## src/rtl/tt_um_jtag_tap.sv

```systemverilog
`timescale 1ns/1ps
// tt_um_jtag_tap: oversampled JTAG TAP with IDCODE, BYPASS, SAMPLE/PRELOAD,
// EXTEST and an 8-bit USER register, wrapped around a trivial 4-bit core.
module tt_um_jtag_tap #(
    parameter logic [31:0] IDCODE   = 32'h1A2B_3C4D,
    parameter int unsigned IR_WIDTH = 4
) (
    input  logic       clk,
    input  logic       rst_n,
    input  logic       ena,
    input  logic [7:0] ui_in,
    output logic [7:0] uo_out,
    input  logic [7:0] uio_in,
    output logic [7:0] uio_out,
    output logic [7:0] uio_oe
);

    localparam int unsigned ID_W   = 32;
    localparam int unsigned USER_W = 8;
    localparam int unsigned BSR_W  = 8;

    localparam logic [IR_WIDTH-1:0] INSTR_EXTEST = IR_WIDTH'(0);
    localparam logic [IR_WIDTH-1:0] INSTR_IDCODE = IR_WIDTH'(1);
    localparam logic [IR_WIDTH-1:0] INSTR_SAMPLE = IR_WIDTH'(2);
    localparam logic [IR_WIDTH-1:0] INSTR_USER   = IR_WIDTH'(3);
    localparam logic [IR_WIDTH-1:0] IR_CAPTURE   = IR_WIDTH'(4'b0101);

    typedef enum logic [3:0] {
        ST_TLR       = 4'h0,
        ST_RTI       = 4'h1,
        ST_SEL_DR    = 4'h2,
        ST_CAP_DR    = 4'h3,
        ST_SHIFT_DR  = 4'h4,
        ST_EXIT1_DR  = 4'h5,
        ST_PAUSE_DR  = 4'h6,
        ST_EXIT2_DR  = 4'h7,
        ST_UPD_DR    = 4'h8,
        ST_SEL_IR    = 4'h9,
        ST_CAP_IR    = 4'hA,
        ST_SHIFT_IR  = 4'hB,
        ST_EXIT1_IR  = 4'hC,
        ST_PAUSE_IR  = 4'hD,
        ST_EXIT2_IR  = 4'hE,
        ST_UPD_IR    = 4'hF
    } tap_state_e;

    tap_state_e state_q, state_d;

    logic [3:0]          sync1_q, sync2_q;
    logic                tck_prev_q;
    logic [IR_WIDTH-1:0] ir_q, ir_sr_q;
    logic                bypass_q;
    logic [ID_W-1:0]     idcode_sr_q;
    logic [USER_W-1:0]   user_sr_q, user_q;
    logic [BSR_W-1:0]    bsr_sr_q, bsr_upd_q;
    logic [3:0]          core_out_q;
    logic                tdo_q, tdo_en_q;

    logic tck_s, tms_s, tdi_s, trst_n_s, tck_rise, tck_fall;
    logic sel_extest, sel_idcode, sel_sample, sel_user, sel_bsr, sel_bypass;
    logic dr_so, serial_out, ir_path;
    logic [3:0] pins_out;
    logic unused_ok;

    assign tck_s    = sync2_q[0];
    assign tms_s    = sync2_q[1];
    assign tdi_s    = sync2_q[2];
    assign trst_n_s = sync2_q[3];
    assign tck_rise = tck_s & ~tck_prev_q;
    assign tck_fall = ~tck_s & tck_prev_q;

    assign sel_extest = (ir_q == INSTR_EXTEST);
    assign sel_idcode = (ir_q == INSTR_IDCODE);
    assign sel_sample = (ir_q == INSTR_SAMPLE);
    assign sel_user   = (ir_q == INSTR_USER);
    assign sel_bsr    = sel_extest | sel_sample;
    assign sel_bypass = ~(sel_bsr | sel_idcode | sel_user);

    // Two-flop synchronizer on the JTAG pins plus a history flop for TCK edges
    always_ff @(posedge clk or negedge rst_n) begin
        if (!rst_n) begin
            sync1_q    <= '0;
            sync2_q    <= '0;
            tck_prev_q <= 1'b0;
        end else begin
            sync1_q    <= ui_in[3:0];
            sync2_q    <= sync1_q;
            tck_prev_q <= sync2_q[0];
        end
    end

    // TAP state register
    always_ff @(posedge clk or negedge rst_n) begin
        if (!rst_n) state_q <= ST_TLR;
        else        state_q <= state_d;
    end

    // TAP next-state: standard 1149.1 graph stepped on each TCK rise
    always_comb begin
        state_d = state_q;
        if (!trst_n_s) begin
            state_d = ST_TLR;
        end else if (tck_rise) begin
            case (state_q)
                ST_TLR:      state_d = tms_s ? ST_TLR      : ST_RTI;
                ST_RTI:      state_d = tms_s ? ST_SEL_DR   : ST_RTI;
                ST_SEL_DR:   state_d = tms_s ? ST_SEL_IR   : ST_CAP_DR;
                ST_CAP_DR:   state_d = tms_s ? ST_EXIT1_DR : ST_SHIFT_DR;
                ST_SHIFT_DR: state_d = tms_s ? ST_EXIT1_DR : ST_SHIFT_DR;
                ST_EXIT1_DR: state_d = tms_s ? ST_UPD_DR   : ST_PAUSE_DR;
                ST_PAUSE_DR: state_d = tms_s ? ST_EXIT2_DR : ST_PAUSE_DR;
                ST_EXIT2_DR: state_d = tms_s ? ST_UPD_DR   : ST_SHIFT_DR;
                ST_UPD_DR:   state_d = tms_s ? ST_SEL_DR   : ST_RTI;
                ST_SEL_IR:   state_d = tms_s ? ST_TLR      : ST_CAP_IR;
                ST_CAP_IR:   state_d = tms_s ? ST_EXIT1_IR : ST_SHIFT_IR;
                ST_SHIFT_IR: state_d = tms_s ? ST_EXIT1_IR : ST_SHIFT_IR;
                ST_EXIT1_IR: state_d = tms_s ? ST_UPD_IR   : ST_PAUSE_IR;
                ST_PAUSE_IR: state_d = tms_s ? ST_EXIT2_IR : ST_PAUSE_IR;
                ST_EXIT2_IR: state_d = tms_s ? ST_UPD_IR   : ST_SHIFT_IR;
                ST_UPD_IR:   state_d = tms_s ? ST_SEL_DR   : ST_RTI;
                default:     state_d = ST_TLR;
            endcase
        end
    end

    // Instruction register: capture/shift on TCK rise, update on TCK fall
    always_ff @(posedge clk or negedge rst_n) begin
        if (!rst_n) begin
            ir_sr_q <= '0;
            ir_q    <= INSTR_IDCODE;
        end else if (!trst_n_s) begin
            ir_sr_q <= '0;
            ir_q    <= INSTR_IDCODE;
        end else begin
            if (state_q == ST_TLR) ir_q <= INSTR_IDCODE;
            if (tck_rise && state_q == ST_CAP_IR)   ir_sr_q <= IR_CAPTURE;
            if (tck_rise && state_q == ST_SHIFT_IR) ir_sr_q <= {tdi_s, ir_sr_q[IR_WIDTH-1:1]};
            if (tck_fall && state_q == ST_UPD_IR)   ir_q    <= ir_sr_q;
        end
    end

    // Data register shift stages: only the register picked by the IR moves
    always_ff @(posedge clk or negedge rst_n) begin
        if (!rst_n) begin
            bypass_q    <= 1'b0;
            idcode_sr_q <= '0;
            user_sr_q   <= '0;
            bsr_sr_q    <= '0;
        end else if (!trst_n_s) begin
            bypass_q    <= 1'b0;
            idcode_sr_q <= '0;
            user_sr_q   <= '0;
            bsr_sr_q    <= '0;
        end else if (tck_rise) begin
            if (state_q == ST_CAP_DR) begin
                if (sel_bypass) bypass_q    <= 1'b0;
                if (sel_idcode) idcode_sr_q <= IDCODE;
                if (sel_user)   user_sr_q   <= user_q;
                if (sel_bsr)    bsr_sr_q    <= {core_out_q, ui_in[7:4]};
            end else if (state_q == ST_SHIFT_DR) begin
                if (sel_bypass) bypass_q    <= tdi_s;
                if (sel_idcode) idcode_sr_q <= {tdi_s, idcode_sr_q[ID_W-1:1]};
                if (sel_user)   user_sr_q   <= {tdi_s, user_sr_q[USER_W-1:1]};
                if (sel_bsr)    bsr_sr_q    <= {tdi_s, bsr_sr_q[BSR_W-1:1]};
            end
        end
    end

    // Update latches: USER and boundary survive TRST, only rst_n clears them
    always_ff @(posedge clk or negedge rst_n) begin
        if (!rst_n) begin
            user_q    <= '0;
            bsr_upd_q <= '0;
        end else if (trst_n_s && tck_fall && state_q == ST_UPD_DR) begin
            if (sel_user) user_q    <= user_sr_q;
            if (sel_bsr)  bsr_upd_q <= bsr_sr_q;
        end
    end

    // Serial-out selection between the IR and the active DR
    always_comb begin
        dr_so = bypass_q;
        if (sel_idcode)    dr_so = idcode_sr_q[0];
        else if (sel_user) dr_so = user_sr_q[0];
        else if (sel_bsr)  dr_so = bsr_sr_q[0];
        ir_path    = state_q inside {ST_CAP_IR, ST_SHIFT_IR, ST_EXIT1_IR,
                                     ST_PAUSE_IR, ST_EXIT2_IR, ST_UPD_IR};
        serial_out = ir_path ? ir_sr_q[0] : dr_so;
    end

    // TDO and its enable change on TCK fall
    always_ff @(posedge clk or negedge rst_n) begin
        if (!rst_n) begin
            tdo_q    <= 1'b0;
            tdo_en_q <= 1'b0;
        end else if (!trst_n_s) begin
            tdo_q    <= 1'b0;
            tdo_en_q <= 1'b0;
        end else if (tck_fall) begin
            tdo_q    <= serial_out;
            tdo_en_q <= (state_q == ST_SHIFT_IR) || (state_q == ST_SHIFT_DR);
        end
    end

    // Core: registered copy of its input, fed by the boundary latch in EXTEST
    always_ff @(posedge clk or negedge rst_n) begin
        if (!rst_n) core_out_q <= '0;
        else        core_out_q <= sel_extest ? bsr_upd_q[3:0] : ui_in[7:4];
    end

    assign pins_out  = sel_extest ? bsr_upd_q[7:4] : core_out_q;
    assign uo_out    = {pins_out, 2'b00, tdo_en_q, tdo_q};
    assign uio_out   = user_q;
    assign uio_oe    = 8'hFF;
    assign unused_ok = &{1'b0, ena, uio_in};

endmodule

```

## config.mk

```make
export PLATFORM = sky130hd
export DESIGN_NAME = tt_um_jtag_tap
export DESIGN_NICKNAME = d
export VERILOG_FILES = /design/src/rtl/tt_um_jtag_tap.sv
export SDC_FILE = /design/constraint.sdc
export NUM_CORES = 1
export LEC_CHECK = 0
export CAP_MARGIN = 20
export CORE_MARGIN = 1
export CORE_UTILIZATION = 61
export CTS_BUF_LIST = sky130_fd_sc_hd__clkbuf_4 sky130_fd_sc_hd__clkbuf_8
export DETAILED_ROUTE_END_ITERATION = 12
export GPL_ROUTABILITY_DRIVEN = 0
export PLACE_DENSITY_LB_ADDON = 0.15
export SLEW_MARGIN = 40
export SYNTH_ARGS = -nofsm -noshare
export SYNTH_HDL_FRONTEND = slang
export SYNTH_SLANG_ARGS = --single-unit
```

## constraint.sdc

```tcl
create_clock -name clk -period 5.18 [get_ports clk]
set_input_delay 1.036 -clock clk [delete_from_list [all_inputs] [get_ports clk]]
set_output_delay 1.036 -clock clk [all_outputs]
set_load 0.1 [all_outputs]
```

Figure 1. Metal layers overlaid (run 1).
Bar = 20 µm.
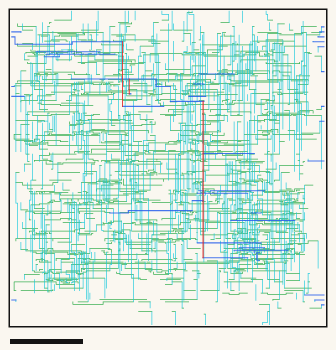
legend:
  M3:
    color: blue
    wire_length: 318 µm
  M1:
    color: green
    wire_length: 3790 µm
  M2:
    color: cyan
    wire_length: 4200 µm
  M4:
    color: red
    wire_length: 64.6 µm
final wirelength: 8370 µm
GRT Total Usage: 24.5%

Figure 2. Routing congestion map (run 1).
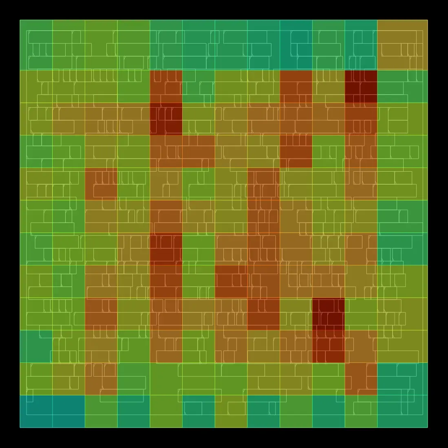
GRT met2 Usage: 41.3%
mean routed wirelength per cell: 15.7 µm
final core occ: 68.5%

Figure 3. Close-up of the layout (run 1).
Bar = 5 µm. Region (33, 51) to (53, 71) µm. Cells in gray, sequential cells in the stronger gray; small squares are vias.
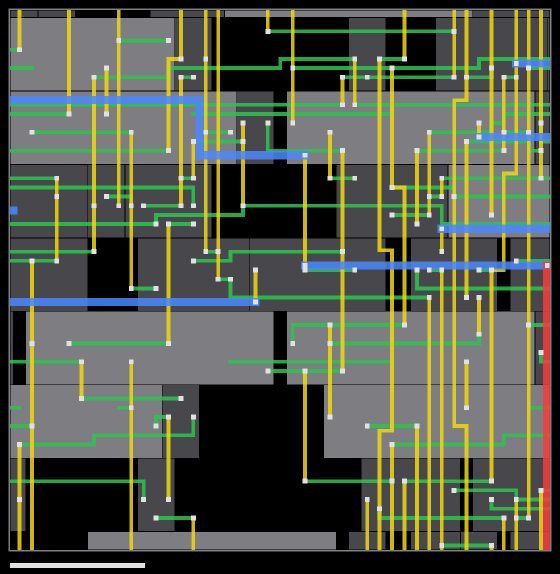
legend:
  M1:
    color: green
  M4:
    color: red
  M2:
    color: yellow
  M3:
    color: blue
sequential cells in the window: 7
cells with their middle in the window: 23
most frequent: dfrtp_1 (7), nand2_1 (4)
netlist names of flops here include: user_sr_q (2)

==> ci_impl_report.md, run 1 <==
### Flow metrics

| Metric | Value |
|---|---|
| Log Warnings | 35 |
| Critical path class | flip-flop to output pin |
| Final count of negative-setup-slack endpoints | 0 |
| Tapcells | 96 |
| Final net count | 451 |
| 1st-iter DRT viols | 184 |
| Met3 WL post-DR | 317 µm |
| Max-cap violations | 0 |
| Outcome | finished clean |
| Main logic family after synthesis | simple AND/OR/NAND/NOR gates |
| Met1 Routed Length | 3790 µm |
| Max stage delay on crit path | 0.57 ns |
| Yosys warning count | 0 |
| Pre-CTS WS | 2.09 ns |
| Cells on Worst Hold Path | 0 |
| Number of enable flip-flop cells | 0 |
| Fin Setup TNS | 0 ns |
| Via Count | 3153 |
| Post-layout period usage of the worst path | 66.8% |
| Fmax | just under 0.3 GHz |
| Combinational power share | between 7 and 8% |
| Worst hold path class | flip-flop to flip-flop |
| Max Root-Sink Buffers | 2 |
| Number of instances in the placed design | 515 |
| Setup crit end | uo_out[5] |
| P_sw | 0.000351 W |
| CTS tree | done |
| Filler instances | 545 |
| Yosys stat cell total | 429 |
| CP Max Fanout | 8 |
| CP required | 4.14 ns |
| Setup crit start | ir_q[3]$_DFFE_PN0P_ |
| Yosys cell types | 45 |
| Gr ovfl total | 0 |
| Most frequent logic cell in the layout | dfrtp_1 |
| Initial antenna violation count | 0 |
| Std cell rows | 30 |
| Seq group | about 0.00073 W |
| Share of layout cells above drive strength 1 | 18.8% |
| Seq cells | around 92 |
| Simple-Gate Area Share | around 17% |
| Routed Antenna Nets | 0 |
| Floorplan utilization | 63.5% |
| Cell-internal power | 0.00104 W |
| Drt pass-1 iters | 5 |
| Slowest cell on crit path | nor3_2 |
| Power density over the cells | 295 mW/mm² |
| RSZ-0062 raised after global routing | false |
| First-pass GRT wire length | around 14000 µm |
| Synth-to-layout area growth | 7.86% |
| H-tree depth | 3 |
| Top cell category | flip-flops and latches |
| Mapped cell area | 0.00436 mm² |
| Die height | 86.6 µm |
| Clk pin slew, worst setup/hold paths | 0.09 ns |
| Slew at the pin closest to its max-slew limit | 0.713 ns |
| CP top delay family | simple AND/OR/NAND/NOR gates |
| Worst r2r src | state_q[3]$_DFFE_PN0N_ |
| Final Max Slew Viols | 0 |
| Die X-Extent | between 80 and 90 µm |
| Worst clock skew | around 0.0077 ns |
| Hpwl dp | 5260 µm |
| Total combinational power | between 0.0001 and 0.00015 W |
| Hold_sp | sync1_q[0]$_DFF_PN0_ |
| Post-synthesis mux area share | between 6 and 7% |
| Cell count along the critical path | 4 |
| Flip-flop and latch area | 0.00230 mm² |
| Top Layout Cells | dfrtp_1 (91), nand2_1 (61), nor2_1 (54) |
| P_clk | 0.000545 W |
| Top-level I/O count | 43 |
| Port buffer count | 23 |
| Hold slack | ~0.36 ns |
| Ys flop type | dfrtp_1 |
| Final WS setup | between 1.5 and 2 ns |
| Final hold vios | 0 |
| Largest register FFs | 32 |
| FA/HA/MAJ Cells, Area Fraction | 0% |
| Max Used Layer | met4 |
| Placed instance area | 0.00446 mm² |
| Pin count of the biggest net entering global routing | 64 |
| Full die area | about 0.0075 mm² |
| Leakage power | 1.92 nW |
| Comb area | around 0.0018 mm² |
| Min-Delay Endpoint | sync2_q[0]$_DFF_PN0_ |
| Yosys xor share | 0.201% |
| Antenna diodes | 0 |
| Post-CTS sizing | 0 |
==> run 2, diff against run 1 <==
--- a/config.mk
+++ b/config.mk
@@ -7,7 +7,7 @@
 export LEC_CHECK = 0
 export CAP_MARGIN = 20
 export CORE_MARGIN = 1
-export CORE_UTILIZATION = 61
+export CORE_UTILIZATION = 59
 export CTS_BUF_LIST = sky130_fd_sc_hd__clkbuf_4 sky130_fd_sc_hd__clkbuf_8
 export DETAILED_ROUTE_END_ITERATION = 12
 export GPL_ROUTABILITY_DRIVEN = 0
==> constraint.sdc (replaced) <==
create_clock -name clk -period 3.61 [get_ports clk]
set_input_delay 0.722 -clock clk [delete_from_list [all_inputs] [get_ports clk]]
set_output_delay 0.722 -clock clk [all_outputs]
set_load 0.1 [all_outputs]
Figure 4. Routing congestion map (run 2).
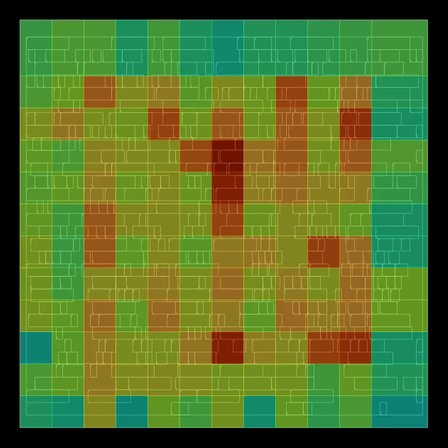
final core occ: 67.7%
met1 Use GR: 29.2%

==> ci_impl_report.md, run 2 <==
### Flow metrics

| Metric | Value |
|---|---|
| Simple-Gate Area Share | 17.3% (unchanged) |
| Top cell category | flip-flops and latches |
| Top Layout Cells | dfrtp_1 (91), nand2_1 (62), nor2_1 (54) |
| Antenna diodes | 0 (unchanged) |
| H-tree depth | 3 (unchanged) |
| Share of layout cells above drive strength 1 | 18.9% (+0.14 points) |
| Tapcells | 96 (unchanged) |
| Combinational power share | 7.9% (about the same) |
| Fmax | roughly 0.33 GHz |
| Main logic family after synthesis | simple AND/OR/NAND/NOR gates |
| GRT Total Usage | 22.2% (-2.3 points) |
| Die X-Extent | 88.0 µm (+1.6%) |
| Number of global-route vias before repair | 2768 |
| Gr ovfl total | 0 (unchanged) |
| Fin Setup TNS | 0 ns (unchanged) |
| Log Warnings | 35 (unchanged) |
| Worst r2r src | state_q[3]$_DFFE_PN0N_ |
| Max Root-Sink Buffers | 2 (unchanged) |
| Cell count along the critical path | 4 (unchanged) |
| Port buffer count | 23 (unchanged) |
| Final wirelength | 8090 µm (-3.4%) |
| Final WS setup | 0.547 ns (-1.17 ns) |
| Yosys warning count | 0 (unchanged) |
| First-pass GRT wire length | 13100 µm (-7.7%) |
| Top-level I/O count | 43 (unchanged) |
| Hold slack | 0.262 ns (-0.0950 ns) |
| Die height | 88.0 µm (+1.6%) |
| Worst hold path class | input port to asynchronous set/reset pin |
| Post-layout period usage of the worst path | 84.8% |
| Pre-CTS WS | 0.881 ns (-1.21 ns) |
| Yosys xor share | 0.201% (unchanged) |
| Cell-internal power | 0.00147 W (+42%) |
| Mean routed wirelength per cell | 15.1 µm (-3.8%) |
| FA/HA/MAJ Cells, Area Fraction | 0% (unchanged) |
| Met2 WL | 3920 µm |
| Clk pin slew, worst setup/hold paths | 0.09 ns (about the same) |
| Seq group | 0.00105 W (+43%) |
| RSZ-0062 raised after global routing | false |
| Slew at the pin closest to its max-slew limit | 0.795 ns (+0.0818 ns) |
| P_clk | 0.000782 W (+43%) |
| CP top delay family | simple AND/OR/NAND/NOR gates |
| Flip-flop and latch area | 0.00230 mm² (unchanged) |
| Full die area | 0.00774 mm² (+3.3%) |
| Final instance area | 0.00473 mm² |
| Via Count | 3104 (-1.6%) |
| Worst path bufs/invs | 1 |
| Final count of negative-setup-slack endpoints | 0 (unchanged) |
| Number of enable flip-flop cells | 0 (unchanged) |
| CP required | 2.89 ns (-1.25 ns) |
| Synth top area share | 52.2% |
| GRT Max-Usage Layer | met2 |
| Max-cap violations | 0 (unchanged) |
| Leakage power | 1.93 nW (+0.57%) |
| Final hold vios | 0 (unchanged) |
| Outcome | finished clean |
| Setup crit end | uo_out[5] |
| Power density over the cells | 422 mW/mm² (+43%) |
| Mapped cell area | 0.00436 mm² (unchanged) |
| Slowest cell on crit path | nor3_2 |
| Max Used Layer | met4 |
| Comb area | 0.00182 mm² (-0.14%) |
| Total combinational power | 0.000158 W (+44%) |
| Compound Share, Synth | 16.8% |
| Placed instance area | 0.00448 mm² (+0.50%) |
| Setup crit start | ir_q[3]$_DFFE_PN0P_ |
| Critical path class | flip-flop to output pin |
| Yosys stat cell total | 429 (unchanged) |
| Floorplan utilization | 62.5% (-1.0 points) |
| CTS tree | done |
| Largest register FFs | 32 (unchanged) |
| Final net count | 453 (+0.44%) |
| Max stage delay on crit path | 0.54 ns (-0.03 ns) |
| Ys flop type | dfrtp_1 |
| Met3 WL post-DR | 298 µm (-6.0%) |
| Synth-to-layout area growth | 8.32% |
| Pin count of the biggest net entering global routing | 64 (unchanged) |
| Initial antenna violation count | 0 (unchanged) |
| 1st-iter DRT viols | 147 (-20%) |
| P_sw | 0.000521 W (+49%) |
| Drt pass-1 iters | 4 (-1) |
| Worst clock skew | 0.0150 ns (+0.00730 ns) |
| Routed Antenna Nets | 0 (unchanged) |
| DR DRC count | 0 |
| Yosys cell types | 45 (unchanged) |
| CP Max Fanout | 8 (unchanged) |
| Std cell rows | 30 (unchanged) |
| Hpwl dp | 5160 µm (-1.9%) |
| Final Max Slew Viols | 0 (unchanged) |
| Post-CTS sizing | 0 (unchanged) |
| Met1 Routed Length | 3770 µm (-0.50%) |
| Worst EP arrival | 2.34 ns |
| Filler instances | 566 (+3.9%) |
| GRT met2 Usage | 36.0% (-5.3 points) |
| Post-synthesis mux area share | 6.65% (unchanged) |
| Inserted Clock Buffers | 9 |
| Seq cells | 92 (unchanged) |
| Number of instances in the placed design | 517 (+0.39%) |
Figure 5. Gate-type map (run 2).
Bar = 20 µm.
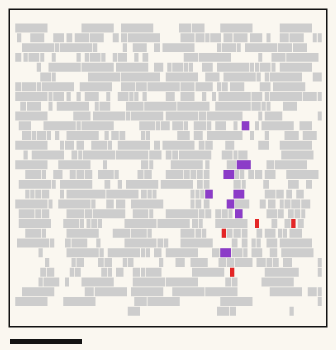
legend:
  and/or cells:
    color: purple
    cells: 8
    most_used: and4_1
  inv cells:
    color: red
    cells: 4
    most_used: inv_1
filler-free cell count of the finished design: 535
most frequent logic cell in the layout: dfrtp_1
logic share of the area: 38.6%

==> run 3, diff against run 2 <==
--- a/config.mk
+++ b/config.mk
@@ -7,7 +7,7 @@
 export LEC_CHECK = 0
 export CAP_MARGIN = 20
 export CORE_MARGIN = 1
-export CORE_UTILIZATION = 59
+export CORE_UTILIZATION = 53
 export CTS_BUF_LIST = sky130_fd_sc_hd__clkbuf_4 sky130_fd_sc_hd__clkbuf_8
 export DETAILED_ROUTE_END_ITERATION = 12
 export GPL_ROUTABILITY_DRIVEN = 0
==> constraint.sdc (replaced) <==
create_clock -name clk -period 2.7 [get_ports clk]
set_input_delay 0.54 -clock clk [delete_from_list [all_inputs] [get_ports clk]]
set_output_delay 0.54 -clock clk [all_outputs]
set_load 0.1 [all_outputs]
Figure 6. Routing congestion map (run 3).
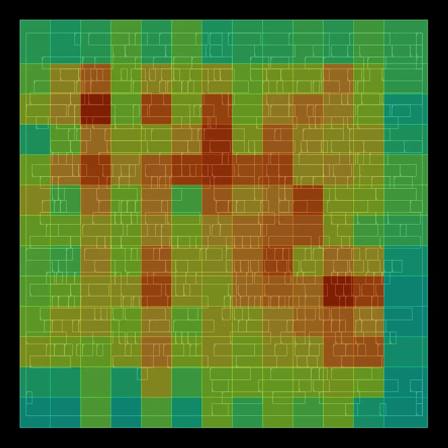
GRT Total Usage: 21.7%
met1 Use GR: 30.9%
GRT met2 Usage: 33.1%

==> ci_impl_report.md, run 3 <==
### Flow metrics

| Metric | Value |
|---|---|
| Outcome | finished clean |
| Most frequent logic cell in the layout | dfrtp_1 |
| P_sw | 0.000660 W (+27%) |
| Post-synth ARST share | 100% |
| Comb area | 0.00183 mm² (+0.14%) |
| Syn avg cell area | 10.2 µm² |
| Fin Setup TNS | 0 ns (unchanged) |
| Port buffer count | 23 (unchanged) |
| Max Used Layer | met4 |
| Max-cap violations | 0 (unchanged) |
| 1st-iter DRT viols | 134 (-8.8%) |
| First-pass GRT wire length | 14600 µm (+11%) |
| R2R depth | 5 |
| Filler instances | 663 (+17%) |
| Std cell rows | 32 (+6.7%) |
| Floorplan utilization | 55.6% (-6.9 points) |
| Top-level I/O count | 43 (unchanged) |
| Placed instance area | 0.00467 mm² (+4.2%) |
| Core Region | 0.00785 mm² |
| Synth-to-layout area growth | 12.2% |
| Yosys cell types | 45 (unchanged) |
| Initial antenna violation count | 0 (unchanged) |
| Pre-CTS WS | 0.480 ns (-0.401 ns) |
| Leakage power | 2.00 nW (+3.9%) |
| Hold slack | 0.0988 ns (-0.163 ns) |
| Largest register FFs | 32 (unchanged) |
| DR DRC count | 0 (unchanged) |
| Log Warnings | 35 (unchanged) |
| Fmax | 0.399 GHz |
| Clk latency late pin | 0.36 ns |
| Cell-internal power | 0.00200 W (+36%) |
| Total combinational power | 0.000238 W (+51%) |
| RSZ-0062 raised after global routing | false |
| Worst clock skew | 0.00935 ns (-0.00561 ns) |
| Crit end category | output pin |
| Number of global-route vias before repair | 2999 (+8.3%) |
| FA/HA/MAJ Cells, Area Fraction | 0% (unchanged) |
| Commonest cells in the netlist | dfrtp_1 (91), nand2_1 (62), nor2_1 (54) |
| # Post-CTS Setup Buffers | 0 |
| GRT Max-Usage Layer | met2 |
| Non-clock buffer count in the final layout | 41 |
| Met1 Routed Length | 4040 µm (+7.1%) |
| Post-layout period usage of the worst path | 92.7% |
| Die height | 92.7 µm (+5.4%) |
| Pin count of the biggest net entering global routing | 65 (+1.6%) |
| Combinational power share | 8.9% (+1.0 points) |
| CP Max Fanout | 8 (unchanged) |
| Post-synthesis mux area share | 6.65% (unchanged) |
| Switching share of power | 24.8% |
| Top cell category | flip-flops and latches |
| Final count of negative-setup-slack endpoints | 0 (unchanged) |
| Hpwl dp | 5230 µm (+1.4%) |
| Number of instances in the placed design | 534 (+3.3%) |
| Yosys stat cell total | 429 (unchanged) |
| Share of layout cells above drive strength 1 | 20.5% (+1.6 points) |
| Worst reg2reg endpoint | idcode_sr_q[10]$_DFFE_PN0P_ |
| Critical path class | flip-flop to output pin |
| Final WS setup | 0.196 ns (-0.351 ns) |
| Filler-free cell count of the finished design | 550 (+2.8%) |
| Top reg by flops | idcode_sr_q |
| Final hold vios | 0 (unchanged) |
| P_clk | 0.00102 W (+30%) |
| Reg-to-reg slack, setup | 0.64 ns |
| Yosys warning count | 0 (unchanged) |
| Yosys xor share | 0.201% (unchanged) |
| Main logic family after synthesis | simple AND/OR/NAND/NOR gates |
| Clk pin slew, worst setup/hold paths | 0.09 ns (about the same) |
| Antenna diodes | 0 (unchanged) |
| Inserted Clock Buffers | 9 (unchanged) |
| Cell count along the critical path | 5 (+1) |
| Final instance area | 0.00490 mm² (+3.6%) |
| Seq cells | 92 (unchanged) |
| Max stage delay on crit path | 0.40 ns (-0.14 ns) |
| Flop share of the area | 47.0% |
| Met3 usage | 5.25% |
| Power density over the cells | 543 mW/mm² (+29%) |
| Routed Antenna Nets | 0 (unchanged) |
| CP required | 2.16 ns (-0.73 ns) |
| Non-clock inverter total of the final layout | 4 |
| Slew at the pin closest to its max-slew limit | 0.650 ns (-0.145 ns) |
| Setup crit start | ir_q[3]$_DFFE_PN0P_ |
| Full die area | 0.00860 mm² (+11%) |
| Simple-Gate Area Share | 17.3% (unchanged) |
| Via Count | 3183 (+2.5%) |
| Setup crit end | uo_out[4] |
| Overall Power | approximately 0.0027 W |
| Final wirelength | 8370 µm (+3.5%) |
| Max Root-Sink Buffers | 2 (unchanged) |
| Compound Share, Synth | 16.8% (unchanged) |
| Logic share of the area | 37.3% (-1.3 points) |
| Number of enable flip-flop cells | 0 (unchanged) |
| Tapcells | 102 (+6.3%) |
| Drt pass-1 iters | 4 (unchanged) |
| Gr ovfl total | 0 (unchanged) |
| Final Max Slew Viols | 0 (unchanged) |
| Crit path launch type | flip-flop |
| Worst EP arrival | 1.96 ns (-0.38 ns) |
| Clock buf count | 12 |
| Synth top area share | 52.2% (unchanged) |
| Met2 WL | 3940 µm (+0.61%) |
| Mapped cell area | 0.00436 mm² (unchanged) |
| Slowest cell on crit path | dfrtp_1 |
| Top Layout Cells | dfrtp_1 (91), nand2_1 (62), nor2_1 (54) |
| CTS tree | done |
| Die X-Extent | 92.7 µm (+5.4%) |
| Ys flop type | dfrtp_1 |
| Mean routed wirelength per cell | 15.2 µm (+0.68%) |
| Post-CTS sizing | 0 (unchanged) |
| Worst path bufs/invs | 2 (+1) |
| # clock sinks | 92 |
| Worst r2r src | tck_prev_q$_DFF_PN0_ |
| Worst hold path class | input port to asynchronous set/reset pin |
| Met3 WL post-DR | 284 µm (-4.7%) |
| CP top delay family | simple AND/OR/NAND/NOR gates |
| Synth Instances | 429 |
| H-tree depth | 3 (unchanged) |
| Final net count | 462 (+2.0%) |
Figure 7. Sequential cells colored by netlist name (run 3).
Bar = 20 µm. Other sequential cells in the stronger gray, the rest of the logic in the fainter gray.
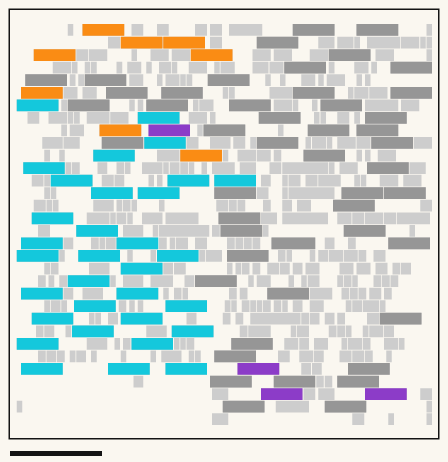
legend:
  uio_out:
    color: orange
    placed_flops: 8
  sync2_q:
    color: purple
    placed_flops: 4
  idcode_sr_q:
    color: cyan
    placed_flops: 32
not colored: 48
Seq group: 0.00140 W
final core occ: 62.4%
flip-flop and latch area: 0.00230 mm²

No activity file was given, so power comes from the tool's default toggle rates.
